[src/rtl/fifo_uart_tx.sv]
// fifo_uart_tx
//   Read-side drain stage for the dual-clock byte FIFO. Lives in the FIFO read
//   clock domain. It pops one byte whenever the FIFO is non-empty and the line
//   is free, and serialises it as a UART frame: start bit, DATA_W data bits LSB
//   first, optional even-parity bit, stop bit. Back-to-back bytes abut with no
//   idle gap, because the next pop is taken on the last cycle of the stop bit.
//
//   Build option: define UART_PARITY_EN to insert an even-parity bit after the
//   data bits (8E1 frames). Left undefined, frames are 8N1 and no parity logic
//   exists.
//
// Ports
//   rclk       in   1       read-domain clock, rising edge
//   rrst_n     in   1       asynchronous active-low reset
//   rempty     in   1       FIFO empty flag; rdata valid when low
//   rdata      in   DATA_W  FIFO head byte (combinational from the FIFO)
//   rreq       out  1       pop strobe, combinational from state/rempty
//   tx         out  1       registered serial line, idle high
//   busy       out  1       registered, high while a frame is in flight
//   byte_done  out  1       registered one-cycle pulse after each stop bit
module fifo_uart_tx #(
  parameter int CLKS_PER_BIT = 16,
  parameter int DATA_W       = 8
) (
  input  logic              rclk,
  input  logic              rrst_n,
  input  logic              rempty,
  input  logic [DATA_W-1:0] rdata,
  output logic              rreq,
  output logic              tx,
  output logic              busy,
  output logic              byte_done
);

  localparam int BAUD_W = (CLKS_PER_BIT > 1) ? $clog2(CLKS_PER_BIT) : 1;
  localparam int BIT_W  = (DATA_W > 1) ? $clog2(DATA_W) : 1;
  localparam logic [BAUD_W-1:0] BAUD_LAST = BAUD_W'(CLKS_PER_BIT - 1);
  localparam logic [BIT_W-1:0]  BIT_LAST  = BIT_W'(DATA_W - 1);

  localparam logic [2:0] S_IDLE   = 3'd0;
  localparam logic [2:0] S_START  = 3'd1;
  localparam logic [2:0] S_DATA   = 3'd2;
`ifdef UART_PARITY_EN
  localparam logic [2:0] S_PARITY = 3'd3;
`endif
  localparam logic [2:0] S_STOP   = 3'd4;

  logic [2:0]        state_q,     state_d;
  logic [BAUD_W-1:0] baud_q,      baud_d;
  logic [BIT_W-1:0]  bit_cnt_q,   bit_cnt_d;
  logic [DATA_W-1:0] shift_q,     shift_d;
  logic              tx_q,        tx_d;
  logic              busy_q,      busy_d;
  logic              byte_done_q, byte_done_d;
`ifdef UART_PARITY_EN
  logic              parity_q,    parity_d;
`endif

  logic bit_tick;
  logic pop;

  always_comb begin
    bit_tick = (baud_q == BAUD_LAST);
    // Pop points: idle, or the final cycle of a stop bit so frames abut.
    pop = ~rempty & ((state_q == S_IDLE) | ((state_q == S_STOP) & bit_tick));

    state_d   = state_q;
    shift_d   = shift_q;
    bit_cnt_d = bit_cnt_q;
    // Every state change happens on bit_tick (or from IDLE), so wrapping here
    // also clears the counter on every state entry.
    baud_d    = bit_tick ? '0 : baud_q + 1'b1;
`ifdef UART_PARITY_EN
    parity_d  = parity_q;
`endif

    case (state_q)
      S_IDLE: begin
        baud_d = '0;
        if (pop) begin
          state_d = S_START;
          shift_d = rdata;
`ifdef UART_PARITY_EN
          parity_d = ^rdata;
`endif
        end
      end
      S_START: begin
        if (bit_tick) begin
          state_d   = S_DATA;
          bit_cnt_d = '0;
        end
      end
      S_DATA: begin
        if (bit_tick) begin
          shift_d = shift_q >> 1;
          if (bit_cnt_q == BIT_LAST) begin
            bit_cnt_d = '0;
`ifdef UART_PARITY_EN
            state_d   = S_PARITY;
`else
            state_d   = S_STOP;
`endif
          end else begin
            bit_cnt_d = bit_cnt_q + 1'b1;
          end
        end
      end
`ifdef UART_PARITY_EN
      S_PARITY: begin
        if (bit_tick) state_d = S_STOP;
      end
`endif
      S_STOP: begin
        if (bit_tick) begin
          if (pop) begin
            state_d = S_START;
            shift_d = rdata;
`ifdef UART_PARITY_EN
            parity_d = ^rdata;
`endif
          end else begin
            state_d = S_IDLE;
          end
        end
      end
      default: state_d = S_IDLE;
    endcase

    // Outputs are registered from the next state so tx drops on the cycle
    // right after the pop edge.
    case (state_d)
      S_START: tx_d = 1'b0;
      S_DATA:  tx_d = shift_d[0];
`ifdef UART_PARITY_EN
      S_PARITY: tx_d = parity_d;
`endif
      default: tx_d = 1'b1;
    endcase
    busy_d      = (state_d != S_IDLE);
    byte_done_d = (state_q == S_STOP) & bit_tick;
  end

  always_ff @(posedge rclk or negedge rrst_n) begin
    if (!rrst_n) begin
      state_q     <= S_IDLE;
      baud_q      <= '0;
      bit_cnt_q   <= '0;
      shift_q     <= '0;
      tx_q        <= 1'b1;
      busy_q      <= 1'b0;
      byte_done_q <= 1'b0;
`ifdef UART_PARITY_EN
      parity_q    <= 1'b0;
`endif
    end else begin
      state_q     <= state_d;
      baud_q      <= baud_d;
      bit_cnt_q   <= bit_cnt_d;
      shift_q     <= shift_d;
      tx_q        <= tx_d;
      busy_q      <= busy_d;
      byte_done_q <= byte_done_d;
`ifdef UART_PARITY_EN
      parity_q    <= parity_d;
`endif
    end
  end

  // The strobe is held off while reset is asserted so the FIFO never loses a
  // byte to a design that is not running.
  assign rreq      = pop & rrst_n;
  assign tx        = tx_q;
  assign busy      = busy_q;
  assign byte_done = byte_done_q;

endmodule

[config.mk]
export PLATFORM = sky130hd
export DESIGN_NAME = fifo_uart_tx
export DESIGN_NICKNAME = d
export VERILOG_FILES = /design/src/rtl/fifo_uart_tx.sv
export SDC_FILE = /design/constraint.sdc
export NUM_CORES = 1
export LEC_CHECK = 0
export ABC_AREA = 1
export CORE_UTILIZATION = 55
export CTS_BUF_LIST = sky130_fd_sc_hd__clkbuf_4 sky130_fd_sc_hd__clkbuf_8 sky130_fd_sc_hd__clkbuf_16
export CTS_CLUSTER_DIAMETER = 100
export DETAILED_ROUTE_END_ITERATION = 12
export GPL_ROUTABILITY_DRIVEN = 0
export PLACE_DENSITY = 0.79
export SLEW_MARGIN = 30
export SYNTH_ARGS = -nofsm -noshare
export SYNTH_HDL_FRONTEND = slang
export SYNTH_SLANG_ARGS = --single-unit
[constraint.sdc]
create_clock -name rclk -period 2.72 [get_ports rclk]
set_input_delay 0.408 -clock rclk [delete_from_list [all_inputs] [get_ports rclk]]
set_output_delay 0.408 -clock rclk [all_outputs]
set_load 0.01 [all_outputs]
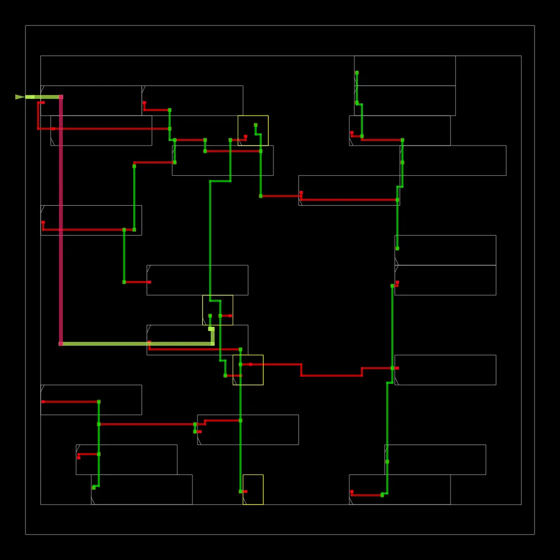
run_1/clocks.png
clock-net power: 0.154 mW
Late-Pin Clk Latency: 0.30 ns
flip-flops: 21
CTS sink cnt: 21
skew final: 0.00191 ns

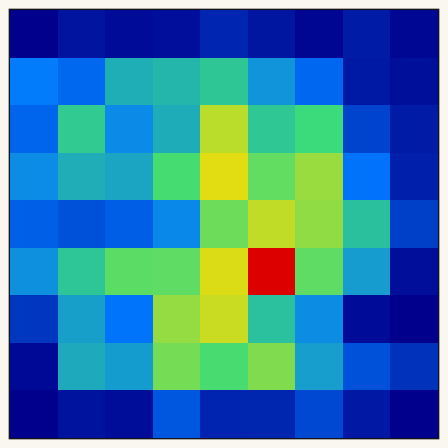
run_1/metal_density.png
The die is cut into 9 by 9 equal tiles; dark blue is low, red is high, scaled to the fullest tile. Values are wire area over tile area, all layers added.
nearly empty tiles: 8.6%
mean over tiles: 0.15
tiles over half the peak: 22%
fullest tile: 0.53
densest ninth of the die: center
final WL: 2110 um
vias: 892
total track usage: 23.4%
Avg WL per Cell: 12.4 um

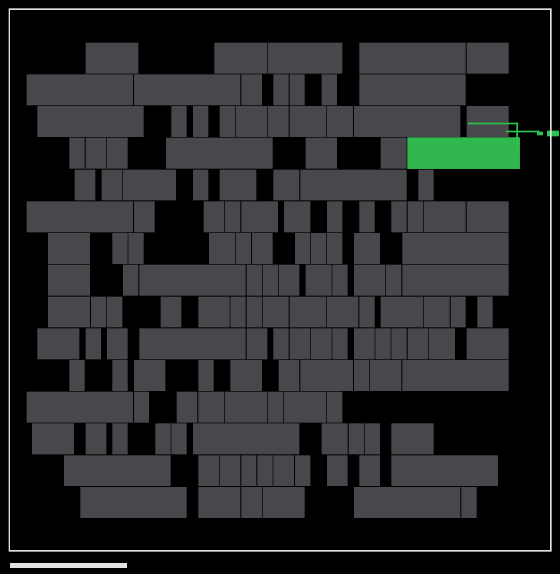
run_1/io_fan.png
The bar under the picture is 10 um long.
legend:
  tx:
    color: green
    direction: output
    end_cells: 1
    wire: 9.30 um

==> results.yml, run 1 <==
# synthesis and place-and-route metrics
logic_synthesis:
  compound_area_share_pct: 11.9
  ys_warn_count: 0
  synth-edff-count: 0
  ff_type: "dfrtp_1"
  yosysTopAreaCell: "dfrtp_1"
  synth-async-reset-ratio_pct: 100
  area_leaders: "dfrtp_1 (46%), nand2_1 (8.4%), inv_1 (6.6%), nand3_1 (6.0%), nand2_2 (4.1%)"
  synth-xor-area-share_pct: 0.812
  ys_ff: 21
  top_area_share_pct: 46.4
  syn_area_per_cell_um2: 8.56
  ys_sh_adder_pct: 3.48
  simple_gate_share_pct: 26.9
  ys_cells: 126
  ys_seq_share_pct: 48.8
  synthTopLogicFamily: "simple AND/OR/NAND/NOR gates"
  ys_area_um2: 1080
  ys_sh_mux_pct: 0
  synth_cells: 126
  fp_nets: 140
  synth.distinct_cells: 24
  yosysMostFrequentCell: "nand2_1"
clock_tree:
  root_buffer: "clkbuf_4"
  cts_max_level: 1
  cts_tree: "yes"
  cts.reportedPaths.clkPinSlew_ns: 0.12
  cts-hold-fix-buffers: 0
  cts_buffers: 3
  cts_resized: 0
  clockBufferDepth: 2
grt:
  grt_pass1_vias: 807
  grt_pass1_wl_um: 3450
  antenna_found_initial: 0
  grt-ovfl-total: 0
  grt_max_degree: 22
sta:
  maxSlewViolCount: 0
  fin_crit_sh_pct: 95.3
  rsz0062_at_grt: "false"
  tightest_slew_ns: 0.303
  tns_ns: 0
  setup_viol: 0
  hold_viol: 0
  hold_slack_ns: 0.471
  fmax_mhz: 386
  post-route-min-period_ns: 2.59
power:
  power_mw: 0.490
  power_density_nw_per_um2: 381
  ir_drop_mv: 0.352
  p_leak_nw: 0.623
layout:
  fin_util_pct: 72.1
  syn_to_final_growth_pct: 19.1
  drive_gt1_share_pct: 17.9
  layout.cells.non_filler: 170
  nNetsFinal: 160
placed_design:
  dpl.hpwl_um: 1610
  port_buffers: 14
  placed_cells: 166
drt:
  dr.pass1.iters: 4
  drc: 0
  vias_per_cell: 5.25
  antenna_left: 0
critical_path:
  start_kind: "flop"
  end_kind: "primary output"
  r2r-end: "busy$_DFF_PN0_"
  ff2ff_path_depth: 7
  critical_path_arrival_ns: 2.18
  crit_path_cell_trace: "ha_1, nand3_4, a21oi_2, nand2_2, nor2_1, clkdlybuf4s50_1"
  startpoint: "baud_q[0]$_DFF_PN0_"
  critPathMaxStageDelay_ns: 0.55
  crit_type: "flop to primary output"
  worst_r2r_startpoint: "baud_q[0]$_DFF_PN0_"
  critPathCapture: "rreq"
  r2r_slack_ns: 1.02
  critPathRequiredTime_ns: 2.31
die:
  die_y_um: 46.3
  io-pin-count: 15
  coreArea_um2: 1780
  die_area_um2: 2140
  fp_util_pct: 60.5
  rows: 15
  die_x_um: 46.3
run_status:
  status: "finished, final reports clean"
flow_run:
  maxCapViolCount: 0
  warnings: 26
==> run 1: metrics by stage <==
stage / instance area (um^2) / worst slack, ns
floorplan: 1080 / 1.10
detailed placement: 1260 / 0.503
global route: 1280 / 0.00222
finish: 1280 / 0.127
global placement: 1260 / 0.549
CTS: 1280 / 0.114
==> run 1: metal layers <==
layer	part of all wire, %	GRT usage (%)	up-vias	routed length (um)
met2	49	36.9	22	1040
met5	0	0	-	0
met1	46	30.9	424	963
met4	1.0	12.9	0	22
li1	-	-	444	-
met3	3.8	3.14	2	81
==> run 1: flip-flops by register name, indices dropped and copies added (netlist names) <==
name	flops
shift_q	8
baud_q	4
bit_cnt_q	3
state_q	3
busy	1
byte_done	1
tx	1
==> run 1: worst max-delay path, delay by kind of cell, from the launching register on <==
kind,cells,cell delay (ns)
buffers and inverters,1,0.55
AOI/OAI and AO/OA,1,0.27
and+or+nand+nor,3,0.40
DFF,1,0.40
adders and majority gates,1,0.25
==> run 1: layout make-up <==
class                   instances  area [um^2]
fillers                       140          498
well taps                      25         31.3
flip-flops and latches         21          527
repair buffers                 15          148
multi-input cells              82          465
inverters                      23         86.3
clock buffers                   3         22.5
clock inverters                 1         5.00
==> run 1: where the power goes <==
part | internal (mW) | switching [mW]
clock network | 0.0548 | 0.0989
logic | 0.0137 | 0.00997
registers | 0.312 | 0
==> run 1: cells in the final DEF, fill, tap and decap left out, types with 2 or more instances in the layout <==
cell and instances:
o211ai_1 2, dfrtp_1 20, o21ai_0 7, nand3_2 2, nor2_2 2, nand2_1 24
inv_1 19, inv_2 4, clkbuf_4 3, clkdlybuf4s50_1 14, o21ai_1 2, ha_1 3
a21oi_1 3, or2_1 2, nor2_1 6, nand3_1 13, nand2_2 7, o21ai_2 2
==> run 2: changes to the inputs <==
HOLD_SLACK_MARGIN = 0.06   (was default)
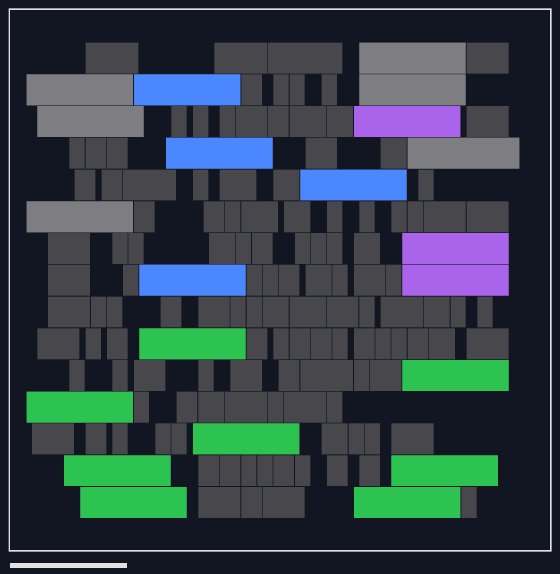
run_2/flops_by_reg.png
The bar under the picture is 10 um long.
legend:
  baud_q:
    color: blue
    flops: 4
  state_q:
    color: purple
    flops: 3
  shift_q:
    color: green
    flops: 8
Final Core Density: 72.1%
sequential power: 0.312 mW
flop share of the area: 41.0%
sequential cell area: 527 um^2

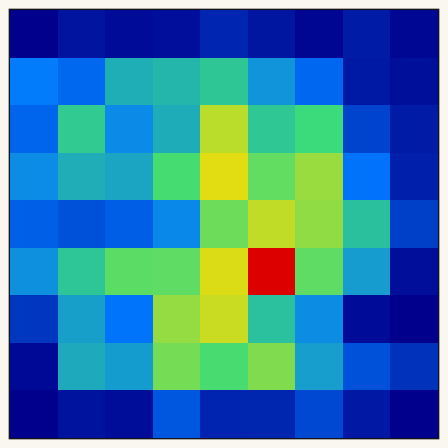
run_2/metal_density.png
The die is cut into 9 by 9 equal tiles; dark blue is low, red is high, scaled to the fullest tile. Values are wire area over tile area, all layers added.
mean over tiles: 0.15
densest ninth of the die: center
tiles over half the peak: 22%

==> run 2 against run 1 <==
Final area unchanged. First-iteration DRC count unchanged. Combinational power about the same. Register-to-register slack about the same. Critical path depth unchanged. Highest routed layer unchanged. Clock skew unchanged. Worst hold slack unchanged. Critical path type unchanged. Worst setup slack unchanged.
==> results.yml, run 2 <==
# synthesis and place-and-route metrics
clock_tree:
  cts-hold-fix-buffers: 0
  clk_latency_ns: 0.30
  cts.reportedPaths.clkPinSlew_ns: 0.12
  cts_tree: "yes"
logic_synthesis:
  yosysTopAreaCell: "dfrtp_1"
  fp_nets: 140
  ys_sh_mux_pct: 0
  ys_seq_share_pct: 48.8
  synth-edff-count: 0
  ys_ff: 21
  ff_type: "dfrtp_1"
  syn_area_per_cell_um2: 8.56
  synthTopLogicFamily: "simple AND/OR/NAND/NOR gates"
  simple_gate_share_pct: 26.9
  ys_area_um2: 1080
  synth-xor-area-share_pct: 0.812
  yosysMostFrequentCell: "nand2_1"
  ys_sh_adder_pct: 3.48
  ys_cells: 126
placed_design:
  port_buffers: 14
  pre_cts_ws_ns: 0.503
  placed_cells: 166
  dpl.hpwl_um: 1610
  place_area_um2: 1260
sta:
  hold_viol: 0
  fin_crit_sh_pct: 95.3
  tightest_slew_ns: 0.303
  post-route-min-period_ns: 2.59
  tns_ns: 0
  maxSlewViolCount: 0
  rsz0062_at_grt: "false"
  setup_viol: 0
critical_path:
  end_kind: "primary output"
  start_kind: "flop"
  critical_path_arrival_ns: 2.18
  crit_type: "flop to primary output"
  critPathRequiredTime_ns: 2.31
die:
  rows: 15
  io-pin-count: 15
  die_area_um2: 2140
  die_x_um: 46.3
layout:
  drive_gt1_share_pct: 17.9
  largest_reg_flops: 8
  fin_area_um2: 1280
  syn_to_final_growth_pct: 19.1
  layout_top_cell: "nand2_1"
  layout_top_cells: "nand2_1 (24), dfrtp_1 (20), inv_1 (19), clkdlybuf4s50_1 (14), nand3_1 (13)"
  fill_cells: 140
  regMostFlops: "shift_q"
  layout.cells.non_filler: 170
power:
  power_density_nw_per_um2: 381
  ir_drop_mv: 0.352
  power_mw: 0.490
grt:
  grt_pass1_wl_um: 3450
  track_usage_pct: 23.4
  use_met2_pct: 36.9
  grt-busiest-layer: "met2"
  antenna_found_initial: 0
  grt-ovfl-total: 0
  grt_max_degree: 22
  grt_use_met1_pct: 30.9
  grt_pass1_vias: 807
drt:
  routed_wl_um: 2110
  drc: 0
  vias_per_cell: 5.25
  wl_met3_um: 81
  wl_met1_um: 963
  wl_met2_um: 1040
run_status:
  status: "finished, final reports clean"
flow_run:
  warnings: 26
## run 2: cell counts after synthesis
No cell type changed its count.
## run 2: final cells by class
cell class                 instances  area [um^2]  area share, %
clock inverter                     1         5.00          0.389
sequential                        21          527           41.0
timing repair buffer              15          148           11.5
inverter                          23         86.3           6.72
tap                               25         31.3           2.43
clock buffer                       3         22.5           1.75
multi-input combinational         82          465           36.2
## run 2: critical path: cells and delay by family (launching register included)
kind / cells / cell delay [ns]
buffers and inverters: 1 / 0.55
flip-flops: 1 / 0.40
AND/OR/NAND/NOR: 3 / 0.40
AND-OR/OR-AND: 1 / 0.27
adder cells (fa/ha/maj): 1 / 0.25
## run 2: report_power, final
part	total, mW	switching, mW	internal (mW)
sequential	0.312	0	0.312
clock	0.154	0.0989	0.0548
combinational	0.0237	0.00997	0.0137
total	0.490	0.109	0.381
## run 2: worst paths after layout
path / from / endpoint / slack [ns] / depth (start not counted)
min in group rclk: baud_q[0]$_DFF_PN0_ / baud_q[0]$_DFF_PN0_ / 0.49 / 1
max in group asynchronous: rrst_n / tx$_DFF_PN1_ / 1.98 / 2
setup reg to reg: baud_q[0]$_DFF_PN0_ / busy$_DFF_PN0_ / 1.02 / 7
hold reg to reg: baud_q[0]$_DFF_PN0_ / baud_q[0]$_DFF_PN0_ / 0.49 / 1
hold / removal: rrst_n / state_q[1]$_DFF_PN0_ / 0.47 / 2
setup / recovery: baud_q[0]$_DFF_PN0_ / rreq / 0.13 / 6
## run 2: logic make-up (layout without fill, tap and decap cells)
group           Yosys count  count (layout)
fa+ha+maj                 3               3
flops                    21              21
simple gates             58              58
compound gates           20              20
xor+xnor                  1               1
buf+inv                  23              42
Power figures rest on the tool's default switching activity, not on a simulated workload.
